## config.mk

```make
export PLATFORM = sky130hd
export DESIGN_NAME = uart_io_unit
export DESIGN_NICKNAME = d
export VERILOG_FILES = /design/src/rtl/uart_io_unit.sv
export SDC_FILE = /design/constraint.sdc
export NUM_CORES = 1
export LEC_CHECK = 0
export CAP_MARGIN = 20
export CELL_PAD_IN_SITES_DETAIL_PLACEMENT = 1
export CELL_PAD_IN_SITES_GLOBAL_PLACEMENT = 1
export CORE_ASPECT_RATIO = 1.2
export CORE_MARGIN = 2
export CORE_UTILIZATION = 52
export CTS_CLUSTER_DIAMETER = 200
export CTS_CLUSTER_SIZE = 28
export DETAILED_ROUTE_END_ITERATION = 12
export PLACE_DENSITY = 0.88
export SLEW_MARGIN = 10
export SYNTH_ARGS = -nofsm -noshare
export SYNTH_HDL_FRONTEND = slang
export SYNTH_SLANG_ARGS = --single-unit
```

## constraint.sdc

```tcl
create_clock -name clk -period 3.71 [get_ports clk]
set_input_delay 0.742 -clock clk [delete_from_list [all_inputs] [get_ports clk]]
set_output_delay 0.742 -clock clk [all_outputs]
set_load 0.05 [all_outputs]
```

## src/rtl/uart_io_unit.sv

```systemverilog
// rtl/uart_io_unit.sv - byte-level 8N1 UART engine serving SENDB/RECVB requests
module uart_io_unit #(
    parameter int CLK_PER_BIT = 868,
    parameter int FIFO_DEPTH  = 16
) (
    input  logic       clk,
    input  logic       rstn,
    input  logic       uart_go,
    input  logic       rors,
    input  logic [7:0] tx_byte,
    output logic       uart_done,
    output logic [7:0] rx_byte,
    output logic       txd,
    input  logic       rxd,
    output logic       busy,
    output logic       rx_overflow,
    output logic       rx_frame_err
);

    localparam int CNT_W = $clog2(CLK_PER_BIT);
    localparam int PW    = $clog2(FIFO_DEPTH);
    localparam int CW    = PW + 1;
    localparam logic [CNT_W-1:0] BIT_LAST  = CNT_W'(CLK_PER_BIT - 1);
    localparam logic [CNT_W-1:0] HALF_LAST = CNT_W'(CLK_PER_BIT / 2 - 1);
    localparam logic [CNT_W-1:0] CNT_ONE   = CNT_W'(1);

    typedef enum logic [2:0] {TX_IDLE, TX_START, TX_DATA, TX_STOP, TX_DONE} tx_state_t;
    typedef enum logic [1:0] {RX_IDLE, RX_START, RX_DATA, RX_STOP} rx_state_t;
    typedef enum logic [1:0] {RQ_IDLE, RQ_WAIT, RQ_DONE} rq_state_t;

    tx_state_t        r_tx_state, w_tx_next;
    rx_state_t        r_rx_state, w_rx_next;
    rq_state_t        r_rq_state, w_rq_next;

    logic [7:0]       r_tx_shift;
    logic [CNT_W-1:0] r_tx_cnt;
    logic [2:0]       r_tx_bit;
    logic             r_txd;
    logic             w_txd_next;
    logic             w_tx_tick;
    logic             w_tx_busy;
    logic             w_tx_done;

    logic             r_rxd_s1, r_rxd_s2, r_rxd_d;
    logic [7:0]       r_rx_shift;
    logic [CNT_W-1:0] r_rx_cnt;
    logic [2:0]       r_rx_bit;
    logic             w_rx_tick;
    logic             w_push;
    logic             w_bad_stop;

    logic [7:0]       r_mem [FIFO_DEPTH];
    logic [PW-1:0]    r_wr_ptr, r_rd_ptr;
    logic [CW-1:0]    r_count;
    logic             w_full, w_empty;
    logic             w_pop, w_do_push, w_drop;

    logic [7:0]       r_rx_byte;
    logic             r_overflow, r_frame_err;
    logic             w_accept;

    // A request is taken only when both request paths sit idle; a go in a done
    // cycle is ignored so that uart_done can never stretch over two cycles.
    assign w_accept  = uart_go && (r_tx_state == TX_IDLE) && (r_rq_state == RQ_IDLE);
    assign w_tx_tick = (r_tx_cnt == '0);
    assign w_rx_tick = (r_rx_cnt == '0);
    assign w_full    = (r_count == CW'(FIFO_DEPTH));
    assign w_empty   = (r_count == '0);

    // TX state register
    always_ff @(posedge clk or negedge rstn) begin
        if (!rstn) r_tx_state <= TX_IDLE;
        else       r_tx_state <= w_tx_next;
    end

    // TX next-state: start, eight data bits, stop, one done cycle
    always_comb begin
        w_tx_next = r_tx_state;
        case (r_tx_state)
            TX_IDLE:  if (w_accept && rors) w_tx_next = TX_START;
            TX_START: if (w_tx_tick) w_tx_next = TX_DATA;
            TX_DATA:  if (w_tx_tick && (r_tx_bit == 3'd7)) w_tx_next = TX_STOP;
            TX_STOP:  if (w_tx_tick) w_tx_next = TX_DONE;
            TX_DONE:  w_tx_next = TX_IDLE;
            default:  w_tx_next = TX_IDLE;
        endcase
    end

    // TX outputs: the line level for the coming cycle is computed here and registered
    always_comb begin
        w_tx_busy  = (r_tx_state == TX_START) || (r_tx_state == TX_DATA) || (r_tx_state == TX_STOP);
        w_tx_done  = (r_tx_state == TX_DONE);
        w_txd_next = 1'b1;
        case (w_tx_next)
            TX_START: w_txd_next = 1'b0;
            TX_DATA:  w_txd_next = (r_tx_state == TX_DATA && w_tx_tick) ? r_tx_shift[1] : r_tx_shift[0];
            default:  w_txd_next = 1'b1;
        endcase
    end

    // TX datapath: byte latch, bit-period down-counter, shift register, line flop
    always_ff @(posedge clk or negedge rstn) begin
        if (!rstn) begin
            r_tx_shift <= '0;
            r_tx_cnt   <= '0;
            r_tx_bit   <= '0;
            r_txd      <= 1'b1;
        end else begin
            r_txd <= w_txd_next;
            case (r_tx_state)
                TX_IDLE: begin
                    if (w_tx_next == TX_START) begin
                        r_tx_shift <= tx_byte;
                        r_tx_cnt   <= BIT_LAST;
                        r_tx_bit   <= '0;
                    end
                end
                TX_START, TX_STOP: r_tx_cnt <= w_tx_tick ? BIT_LAST : r_tx_cnt - CNT_ONE;
                TX_DATA: begin
                    if (w_tx_tick) begin
                        r_tx_cnt   <= BIT_LAST;
                        r_tx_bit   <= r_tx_bit + 3'd1;
                        r_tx_shift <= {1'b0, r_tx_shift[7:1]};
                    end else begin
                        r_tx_cnt   <= r_tx_cnt - CNT_ONE;
                    end
                end
                default: ;
            endcase
        end
    end

    // rxd synchroniser plus one delayed copy for falling-edge detection; resets to idle-high
    always_ff @(posedge clk or negedge rstn) begin
        if (!rstn) begin
            r_rxd_s1 <= 1'b1;
            r_rxd_s2 <= 1'b1;
            r_rxd_d  <= 1'b1;
        end else begin
            r_rxd_s1 <= rxd;
            r_rxd_s2 <= r_rxd_s1;
            r_rxd_d  <= r_rxd_s2;
        end
    end

    // RX state register
    always_ff @(posedge clk or negedge rstn) begin
        if (!rstn) r_rx_state <= RX_IDLE;
        else       r_rx_state <= w_rx_next;
    end

    // RX next-state: falling edge, mid-start re-check, eight samples, stop sample
    always_comb begin
        w_rx_next = r_rx_state;
        case (r_rx_state)
            RX_IDLE:  if (r_rxd_d && !r_rxd_s2) w_rx_next = RX_START;
            RX_START: if (w_rx_tick) w_rx_next = r_rxd_s2 ? RX_IDLE : RX_DATA;
            RX_DATA:  if (w_rx_tick && (r_rx_bit == 3'd7)) w_rx_next = RX_STOP;
            RX_STOP:  if (w_rx_tick) w_rx_next = RX_IDLE;
            default:  w_rx_next = RX_IDLE;
        endcase
    end

    // RX outputs: stop-bit verdict
    always_comb begin
        w_push     = (r_rx_state == RX_STOP) && w_rx_tick && r_rxd_s2;
        w_bad_stop = (r_rx_state == RX_STOP) && w_rx_tick && !r_rxd_s2;
    end

    // RX datapath: idle preloads the half-bit wait, then full-bit sampling LSB first
    always_ff @(posedge clk or negedge rstn) begin
        if (!rstn) begin
            r_rx_shift <= '0;
            r_rx_cnt   <= '0;
            r_rx_bit   <= '0;
        end else begin
            case (r_rx_state)
                RX_IDLE: begin
                    r_rx_cnt <= HALF_LAST;
                    r_rx_bit <= '0;
                end
                RX_START, RX_STOP: r_rx_cnt <= w_rx_tick ? BIT_LAST : r_rx_cnt - CNT_ONE;
                RX_DATA: begin
                    if (w_rx_tick) begin
                        r_rx_cnt   <= BIT_LAST;
                        r_rx_bit   <= r_rx_bit + 3'd1;
                        r_rx_shift <= {r_rxd_s2, r_rx_shift[7:1]};
                    end else begin
                        r_rx_cnt   <= r_rx_cnt - CNT_ONE;
                    end
                end
                default: ;
            endcase
        end
    end

    // A push into a full FIFO survives only when a pop frees a slot in the same cycle
    assign w_do_push = w_push && (!w_full || w_pop);
    assign w_drop    = w_push && w_full && !w_pop;

    // FIFO storage
    always_ff @(posedge clk) begin
        if (w_do_push) r_mem[r_wr_ptr] <= r_rx_shift;
    end

    // FIFO pointers and occupancy; pointers wrap naturally at the power-of-two depth
    always_ff @(posedge clk or negedge rstn) begin
        if (!rstn) begin
            r_wr_ptr <= '0;
            r_rd_ptr <= '0;
            r_count  <= '0;
        end else begin
            if (w_do_push) r_wr_ptr <= r_wr_ptr + PW'(1);
            if (w_pop)     r_rd_ptr <= r_rd_ptr + PW'(1);
            case ({w_do_push, w_pop})
                2'b10:   r_count <= r_count + CW'(1);
                2'b01:   r_count <= r_count - CW'(1);
                default: r_count <= r_count;
            endcase
        end
    end

    // Request state register
    always_ff @(posedge clk or negedge rstn) begin
        if (!rstn) r_rq_state <= RQ_IDLE;
        else       r_rq_state <= w_rq_next;
    end

    // Request next-state: occupancy is judged on the registered count at go
    always_comb begin
        w_rq_next = r_rq_state;
        case (r_rq_state)
            RQ_IDLE: if (w_accept && !rors) w_rq_next = w_empty ? RQ_WAIT : RQ_DONE;
            RQ_WAIT: if (!w_empty) w_rq_next = RQ_DONE;
            RQ_DONE: w_rq_next = RQ_IDLE;
            default: w_rq_next = RQ_IDLE;
        endcase
    end

    // Request outputs: pop on a hit at go, or on the first non-empty cycle while waiting
    always_comb begin
        w_pop = ((r_rq_state == RQ_IDLE) && w_accept && !rors && !w_empty) ||
                ((r_rq_state == RQ_WAIT) && !w_empty);
    end

    // Delivered byte and sticky error flags
    always_ff @(posedge clk or negedge rstn) begin
        if (!rstn) begin
            r_rx_byte   <= '0;
            r_overflow  <= 1'b0;
            r_frame_err <= 1'b0;
        end else begin
            if (w_pop) r_rx_byte <= r_mem[r_rd_ptr];
            if (w_drop) r_overflow <= 1'b1;
            if (w_bad_stop) r_frame_err <= 1'b1;
        end
    end

    assign uart_done    = w_tx_done || (r_rq_state == RQ_DONE);
    assign busy         = w_tx_busy || (r_rq_state == RQ_WAIT);
    assign txd          = r_txd;
    assign rx_byte      = r_rx_byte;
    assign rx_overflow  = r_overflow;
    assign rx_frame_err = r_frame_err;

endmodule

```

final_clocks.png
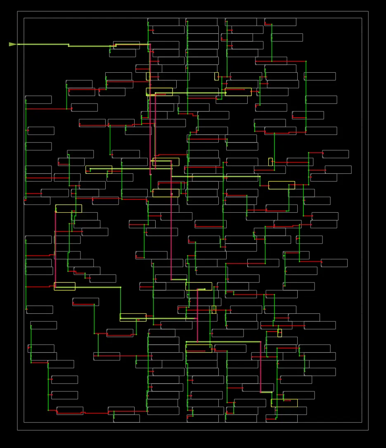
# clk buffers: 16
FFs & Latches: 204

metal_stack.png
The bar under the picture is 20 µm long. Only two layers are drawn.
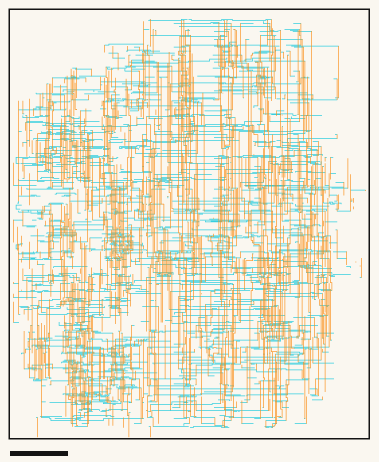
colour	layer	wire length
orange	met2	10,000 µm
cyan	met1	7,390 µm
vias: 4,828
WL per Instance: 23.1 µm
overall fraction of global-route tracks in use: 21.9%
DRT Wirelength: 18,500 µm

==> Flow_metrics.wiki <==
== Flow metrics ==
{| class="wikitable"
! Metric !! Value
|-
| Minimum clock period after layout || ~3100 ps
|-
| Wire length of the first global-routing pass || between 30,000 and 40,000 µm
|-
| Setup repair after global routing missed its margin || no
|-
| Post-Synth Simple-Gate Area || 10.1%
|-
| Synthesis-to-layout area growth || 8.40%
|-
| Multi-input combinational area share || approximately 30%
|-
| Power group with the largest share || registers
|-
| Max Used Layer || met4
|-
| Post-synth net total || between 500 and 600
|-
| Post-CTS Repair Setup Buffers || 0
|-
| Max Clk Rate || around 0.32 GHz
|-
| Crit. End Element || output pin
|-
| Critical Path Stages || 3
|-
| Fraction of final layout cells with drive strength greater than 1 || about 16%
|-
| Share of synthesized registers carrying an async set or reset || between 30% and 40%
|-
| Total clock network power || between 1 and 1.5 mW
|-
| Power Internal || between 3 and 4 mW
|-
| Met1 demand-to-capacity share in global routing || 29.0%
|-
| Post-synthesis cell area || between 8000 and 9000 µm²
|-
| Combinational power share || ~5.5%
|-
| Capture point of the worst reg-to-reg path || r_mem[7][3]$_DFFE_PP_
|-
| Fill cells || around 1,600
|-
| Effective utilization at floorplan || between 50% and 60%
|-
| Largest cells by area after synthesis || sky130_fd_sc_hd__edfxtp_1 44%, sky130_fd_sc_hd__dfrtp_1 20%, sky130_fd_sc_hd__mux4_2 8.2%
|-
| Clock tree from TritonCTS || yes
|-
| Routed via count divided by cell count || about 6
|-
| Peak supply drop || between 300 and 400 µV
|-
| Crit path max fanout || 8
|-
| Detailed-route wire length on metal 1 || 7390 µm
|-
| DP Cell Count || about 800
|-
| Drc violations || 0
|-
| Detailed route wirelength on metal2 || 10,000 µm
|-
| Top_reg_cell synth || sky130_fd_sc_hd__edfxtp_1
|-
| Synthesized netlist cell count || around 560
|-
| Insertion delay to the later sink of the worst-skew pair || roughly 470 ps
|-
| Adder-cell share of the synthesized area || about 1.8%
|-
| Result of the run || finished clean
|-
| Antenna violations before repair || 0
|-
| Number of placement rows || 52
|-
| Hold-fix buffers, CTS || 0
|-
| Global placement routability congestion || 0.788
|-
| Multi-input gate count || roughly 320
|-
| Number of synthesized flops with an enable pin || about 130
|-
| Switching Fraction || between 20% and 30%
|-
| Register clock-pin slew on the reported worst setup and hold paths || approximately 100 ps
|-
| Area of combinational cells with multiple inputs || roughly 2800 µm²
|-
| Psw || about 0.9 mW
|-
| Clock buffers and inverters, area share || under 10%
|-
| Flip-flop and latch area || 5750 µm²
|-
| Vertical die dimension || 147 µm
|-
| Via count of the first global-routing pass || 5,378
|-
| Gates resized, CTS repair || 0
|-
| Largest net degree at the start of global routing || a little under 80
|-
| Total count of max-transition violations in the final report || 0
|-
| Max stage delay on crit path || 730 ps
|-
| Power in sequential cells || ~2.5 mW
|-
| Total Neg Setup Slack || 0 ps
|-
| Metal3 WL || 752 µm
|-
| Actual slew at the worst max-slew pin || approximately 1000 ps
|-
| Slew headroom || 31.5%
|-
| DP HPWL || roughly 13,000 µm
|-
| Hold Worst Slack || roughly 360 ps
|-
| Yosys warnings || 0
|-
| Global-route layer with the greatest usage || met2
|-
| Worst Setup Start Kind || flop
|-
| Number of antenna repair diodes || 0
|-
| Non-Clock Inverter Count || 14
|-
| Net total in the final layout || between 600 and 700
|-
| DRC marker count from the first detailed-route iteration || between 300 and 400
|-
| Number of sinks handled by clock tree synthesis || just over 200
|-
| Number of setup violations in the final report || 0
|}
met3.png
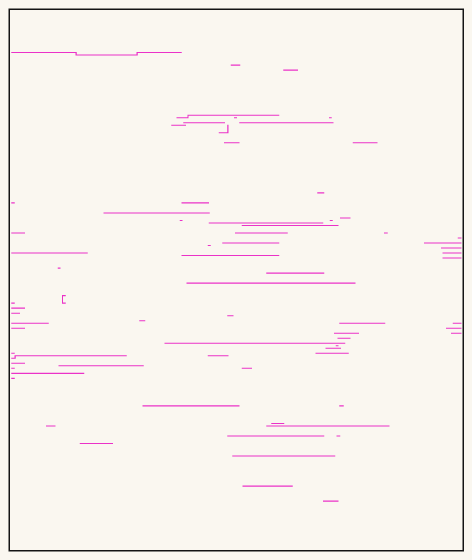
share of all routed wire	4.1%
main direction	horizontal
longest straight run	48.8 µm
grt met3 use: 3.01%

==> state kept, by name, summed over array words and instances, names as in the netlist, 3 cells and up, named ones only <==
name and count:
r_tx_shift 8, rx_byte 8, r_rx_bit 3, r_rx_cnt 10, r_rx_shift 8, r_tx_state 3, r_wr_ptr 4, r_rd_ptr 4
r_tx_bit 3, r_count 5, r_tx_cnt 10, r_mem 128
==> through the flow <==
| step | power, mW | cell area (µm²) | worst slack [ps] |
|---|---|---|---|
| after floorplan | 2.73 | 8800 | 956 |
| after global placement | 2.79 | 9230 | 608 |
| after detailed placement | 2.81 | 9230 | 387 |
| after CTS | 4.07 | 9540 | 527 |
| after global routing | 4.17 | 9540 | 441 |
| final | 4.03 | 9540 | 574 |
==> kinds of logic (layout without fill, tap and decap cells) <==
kind of cell / after synthesis / count (layout)
compound gates: 86 / 86
fa+ha+maj: 13 / 13
flops: 204 / 204
mux: 58 / 58
xor+xnor: 18 / 18
simple gates: 141 / 141
buf+inv: 41 / 67
==> cell usage in the layout, fill, tap and decap left out, types with 10 or more instances in the layout <==
cell and n:
sky130_fd_sc_hd__edfxtp_1 128, sky130_fd_sc_hd__dfrtp_1 71, sky130_fd_sc_hd__mux4_2 32, sky130_fd_sc_hd__nor2_1 29, sky130_fd_sc_hd__nand2_1 25, sky130_fd_sc_hd__clkdlybuf4s50_1 24, sky130_fd_sc_hd__o21ai_0 21, sky130_fd_sc_hd__a21oi_1 20
sky130_fd_sc_hd__mux2i_1 16, sky130_fd_sc_hd__inv_1 14, sky130_fd_sc_hd__ha_1 13, sky130_fd_sc_hd__xnor2_1 12, sky130_fd_sc_hd__buf_4 12, sky130_fd_sc_hd__nand3_1 11, sky130_fd_sc_hd__clkbuf_16 11, sky130_fd_sc_hd__nor2b_1 10
No activity file was given, so power comes from the tool's default toggle rates.
